### src/rtl/seq_divider_pkg.sv
// Shared types and width constants for the iterative restoring divider.
package seq_divider_pkg;

  localparam int DIVIDEND_W_DEF = 32;
  localparam int DIVISOR_W_DEF  = 16;

  typedef enum logic [1:0] {
    IDLE = 2'd0,
    BUSY = 2'd1,
    DONE = 2'd2
  } state_t;

  // Counter must be able to represent DIVIDEND_W iterations.
  function automatic int cnt_width(input int dividend_w);
    return $clog2(dividend_w + 1);
  endfunction

  localparam int CNT_W_DEF = cnt_width(DIVIDEND_W_DEF);

endpackage

### src/rtl/seq_divider_div_step.sv
// One restoring-division iteration: shift in a dividend bit, subtract the divisor if it fits.
module seq_divider_div_step #(
  parameter int DIVISOR_W = 16
) (
  input  logic [DIVISOR_W:0]   pr,
  input  logic                 dvd_bit,
  input  logic [DIVISOR_W-1:0] divisor,
  output logic [DIVISOR_W:0]   pr_next,
  output logic                 q_bit
);

  // The top bit of pr is zero while pr < divisor, but the full-width shift keeps
  // the step correct in isolation and leaves no unused input bits.
  always_comb begin
    q_bit   = ({pr, dvd_bit} >= {2'b00, divisor});
    pr_next = (DIVISOR_W + 1)'(q_bit ? ({pr, dvd_bit} - {2'b00, divisor}) : {pr, dvd_bit});
  end

endmodule

### src/rtl/seq_divider.sv
// Iterative restoring divider: one quotient bit per cycle, fixed latency of DIVIDEND_W+1 cycles.
module seq_divider
  import seq_divider_pkg::*;
#(
  parameter int DIVIDEND_W = DIVIDEND_W_DEF,
  parameter int DIVISOR_W  = DIVISOR_W_DEF
) (
  input  logic                  clock,
  input  logic                  reset_n,
  input  logic                  valid_in,
  input  logic [DIVIDEND_W-1:0] dividend,
  input  logic [DIVISOR_W-1:0]  divisor,
  output logic                  ready_out,
  output logic                  valid_out,
  output logic [DIVIDEND_W-1:0] quotient,
  output logic [DIVISOR_W-1:0]  remainder,
  output logic                  div_by_zero,
  output logic [1:0]            fsm_state
);

  localparam int CNT_W = cnt_width(DIVIDEND_W);

  state_t                state;
  state_t                state_next;
  logic                  accept;
  logic                  last_iter;
  logic [CNT_W-1:0]      count;
  logic [DIVISOR_W-1:0]  divisor_q;
  logic [DIVIDEND_W-1:0] shreg;
  logic [DIVISOR_W:0]    pr;
  logic [DIVISOR_W:0]    pr_next;
  logic                  q_bit;
  logic                  zero_flag;
  logic [DIVISOR_W-1:0]  dvd_low;

  // Handshake: an operation is taken on a rising edge where valid_in && ready_out.
  // ready_out depends on state only; valid_out is a one-cycle pulse in DONE and
  // the result registers hold until the next completion.
  assign ready_out = (state == IDLE) || (state == DONE);
  assign valid_out = (state == DONE);
  assign accept    = valid_in && ready_out;
  assign last_iter = (count == CNT_W'(DIVIDEND_W - 1));
  assign fsm_state = state;

  seq_divider_div_step #(
    .DIVISOR_W (DIVISOR_W)
  ) u_step (
    .pr      (pr),
    .dvd_bit (shreg[DIVIDEND_W-1]),
    .divisor (divisor_q),
    .pr_next (pr_next),
    .q_bit   (q_bit)
  );

  always_ff @(posedge clock or negedge reset_n) begin
    if (!reset_n) begin
      state <= IDLE;
    end else begin
      state <= state_next;
    end
  end

  always_comb begin
    state_next = state;
    case (state)
      IDLE:    if (valid_in) state_next = BUSY;
      BUSY:    if (last_iter) state_next = DONE;
      DONE:    state_next = valid_in ? BUSY : IDLE;
      default: state_next = IDLE;
    endcase
  end

  always_ff @(posedge clock or negedge reset_n) begin
    if (!reset_n) begin
      count       <= '0;
      divisor_q   <= '0;
      shreg       <= '0;
      pr          <= '0;
      zero_flag   <= 1'b0;
      dvd_low     <= '0;
      quotient    <= '0;
      remainder   <= '0;
      div_by_zero <= 1'b0;
    end else if (accept) begin
      count     <= '0;
      divisor_q <= divisor;
      shreg     <= dividend;
      pr        <= '0;
      zero_flag <= (divisor == '0);
      dvd_low   <= dividend[DIVISOR_W-1:0];
    end else if (state == BUSY) begin
      // Quotient bits fill the shift register from the right as dividend bits leave it.
      shreg <= {shreg[DIVIDEND_W-2:0], q_bit};
      pr    <= pr_next;
      count <= count + CNT_W'(1);
      if (last_iter) begin
        quotient    <= zero_flag ? '1 : {shreg[DIVIDEND_W-2:0], q_bit};
        remainder   <= zero_flag ? dvd_low : pr_next[DIVISOR_W-1:0];
        div_by_zero <= zero_flag;
      end
    end
  end

endmodule

### config.mk
export PLATFORM = sky130hd
export DESIGN_NAME = seq_divider
export DESIGN_NICKNAME = d
export VERILOG_FILES = /design/src/rtl/seq_divider_pkg.sv /design/src/rtl/seq_divider_div_step.sv /design/src/rtl/seq_divider.sv
export SDC_FILE = /design/constraint.sdc
export NUM_CORES = 1
export LEC_CHECK = 0
export ABC_CLOCK_PERIOD_IN_PS = 2750
export CAP_MARGIN = 10
export CORE_MARGIN = 3
export CORE_UTILIZATION = 50
export CTS_BUF_LIST = sky130_fd_sc_hd__clkbuf_4 sky130_fd_sc_hd__clkbuf_8
export DETAILED_ROUTE_END_ITERATION = 7
export HOLD_SLACK_MARGIN = 0.03
export PLACE_DENSITY = 0.77
export SLEW_MARGIN = 10
export SYNTH_ARGS = -nofsm -noshare
export SYNTH_HDL_FRONTEND = slang
export SYNTH_SLANG_ARGS = --single-unit
### constraint.sdc
create_clock -name clock -period 2.75 [get_ports clock]
set_input_delay 0.4125 -clock clock [delete_from_list [all_inputs] [get_ports clock]]
set_output_delay 0.4125 -clock clock [all_outputs]
set_load 0.02 [all_outputs]
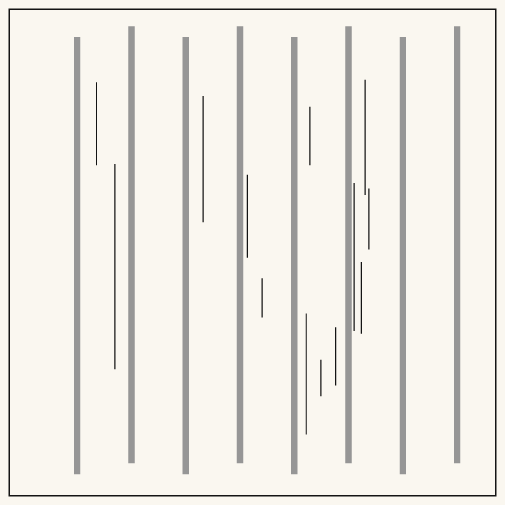
Fig. 1. Met4 routing.
Scale: 4 px per um. Supply wires on this layer in gray.
share of all routed wire	1.8%
wire length on this layer	298 um

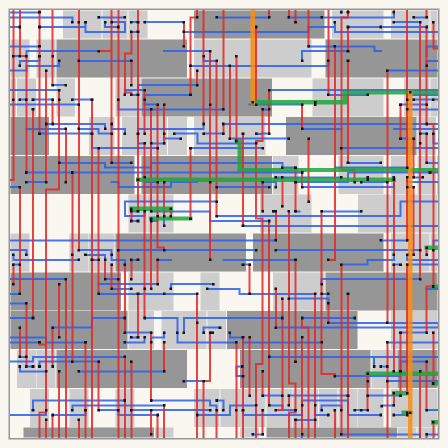
Fig. 2. Zoomed window.
Region (46, 21) to (76, 51) um. Cells in gray, sequential cells in the stronger gray; small squares are vias.
layer	color
metal 4	orange
metal 2	red
metal 1	blue
metal 3	green
most frequent	nand2_1 (18), dfrtp_1 (15), o21ai_0 (6)
sequential cells in the window	15
netlist names of flops here include	pr (5), remainder (5), dvd_low (3)
cells with their middle in the window	67

==> results.json <==
{
  "status": "complete, no violations",
  "num_tap_cells": 172,
  "clock_latency_ns": 0.44,
  "r2r-end": "pr[13]",
  "switchingPower_mw": 3.73,
  "io_buffers": 103,
  "p_int_mw": 5.62,
  "synth_top_area_share_pct": 52.4,
  "clock-sinks": 139,
  "crit_cells": 9,
  "top_cell": "nand2_1",
  "ys.flops": 139,
  "cts_buffer_depth": 2,
  "largest_cell_class": "flip-flops and latches",
  "path_delay_family": "AND-OR/OR-AND gates",
  "dp_slack_ns": 0.108,
  "synth_top_cell_by_area": "dfrtp_1",
  "aoi_share_pct": 17.4,
  "clkbuf_count": 21,
  "postSynthCellCount": 743,
  "yosys.area_share.xor_xnor_pct": 0.659,
  "hold_violations": 0,
  "io_pins": 104,
  "slew_headroom_pct": 49.3,
  "critPathMaxStageDelay_ns": 0.45,
  "fillers": 1028,
  "setup-tns-final_ns": 0
}
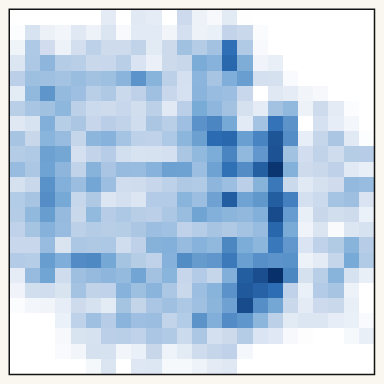
Fig. 3. Wire density map.
Scale: 3 px per um. The die is cut into 24 by 24 equal tiles; white is low, dark blue is high, scaled to the fullest tile. Values are wire area over tile area, all layers added.
densest ninth of the die	center
tiles over half the peak	14%
nearly empty tiles	16%
emptiest ninth of the die	upper right

logic make-up (layout without fill, tap and decap cells):
kind of cell,Yosys count,after routing
adder cells (fa/ha/maj),18,18
multiplexers,11,11
buffers and inverters,72,182
AND/OR/NAND/NOR,316,316
flip-flops,139,139
AND-OR/OR-AND,182,182
XOR/XNOR,5,5
power by group through the flow:
stage / sequential, mW / combinational [mW] / clock (mW)
after floorplan: 3.44 / 2.42 / 0
after global placement: 3.21 / 3.99 / 0
after detailed placement: 3.23 / 4.12 / 0
after CTS: 3.20 / 4.18 / 1.79
after global routing: 3.30 / 4.77 / 1.89
final: 3.23 / 4.38 / 1.75
cell usage in the layout (no fill, tap or decap), types with 9 or more instances in the layout:
cell type        instances
nand2_1                159
dfrtp_1                139
clkdlybuf4s50_1        102
nor2_1                  83
a21oi_1                 54
o21ai_0                 53
nand3_1                 31
inv_1                   30
clkbuf_8                20
ha_1                    17
a22oi_1                 15
buf_4                   12
o221ai_1                 9
flip-flops by register name (all words and copies together), names as in the netlist:
signal	count
div_by_zero	1
zero_flag	1
quotient	32
pr	17
remainder	16
dvd_low	16
divisor_q	16
count	6
fsm_state	2
shreg	32
layer usage:
layer | up-vias | routed length, um | track usage [%]
met4 | 0 | 297 | 8.33
met3 | 29 | 1330 | 6.71
met5 | - | 0 | 0
li1 | 2766 | - | -
met1 | 2814 | 7320 | 31.5
met2 | 213 | 8030 | 38.3
through the flow:
stage / cell area [sq um] / hold slack [ns] / util (%) / std cells
CTS: 8310 / 0.476 / 64.8 / 1024
finish: 8360 / 0.472 / 65.2 / 1025
detailed placement: 7870 / 0.456 / 61.4 / 991
global route: 8360 / 0.490 / 65.2 / 1025
floorplan: 6640 / 0.117 / - / 743
global placement: 7870 / 0.452 / 61.4 / 991
Power and IR drop assume default switching activity.
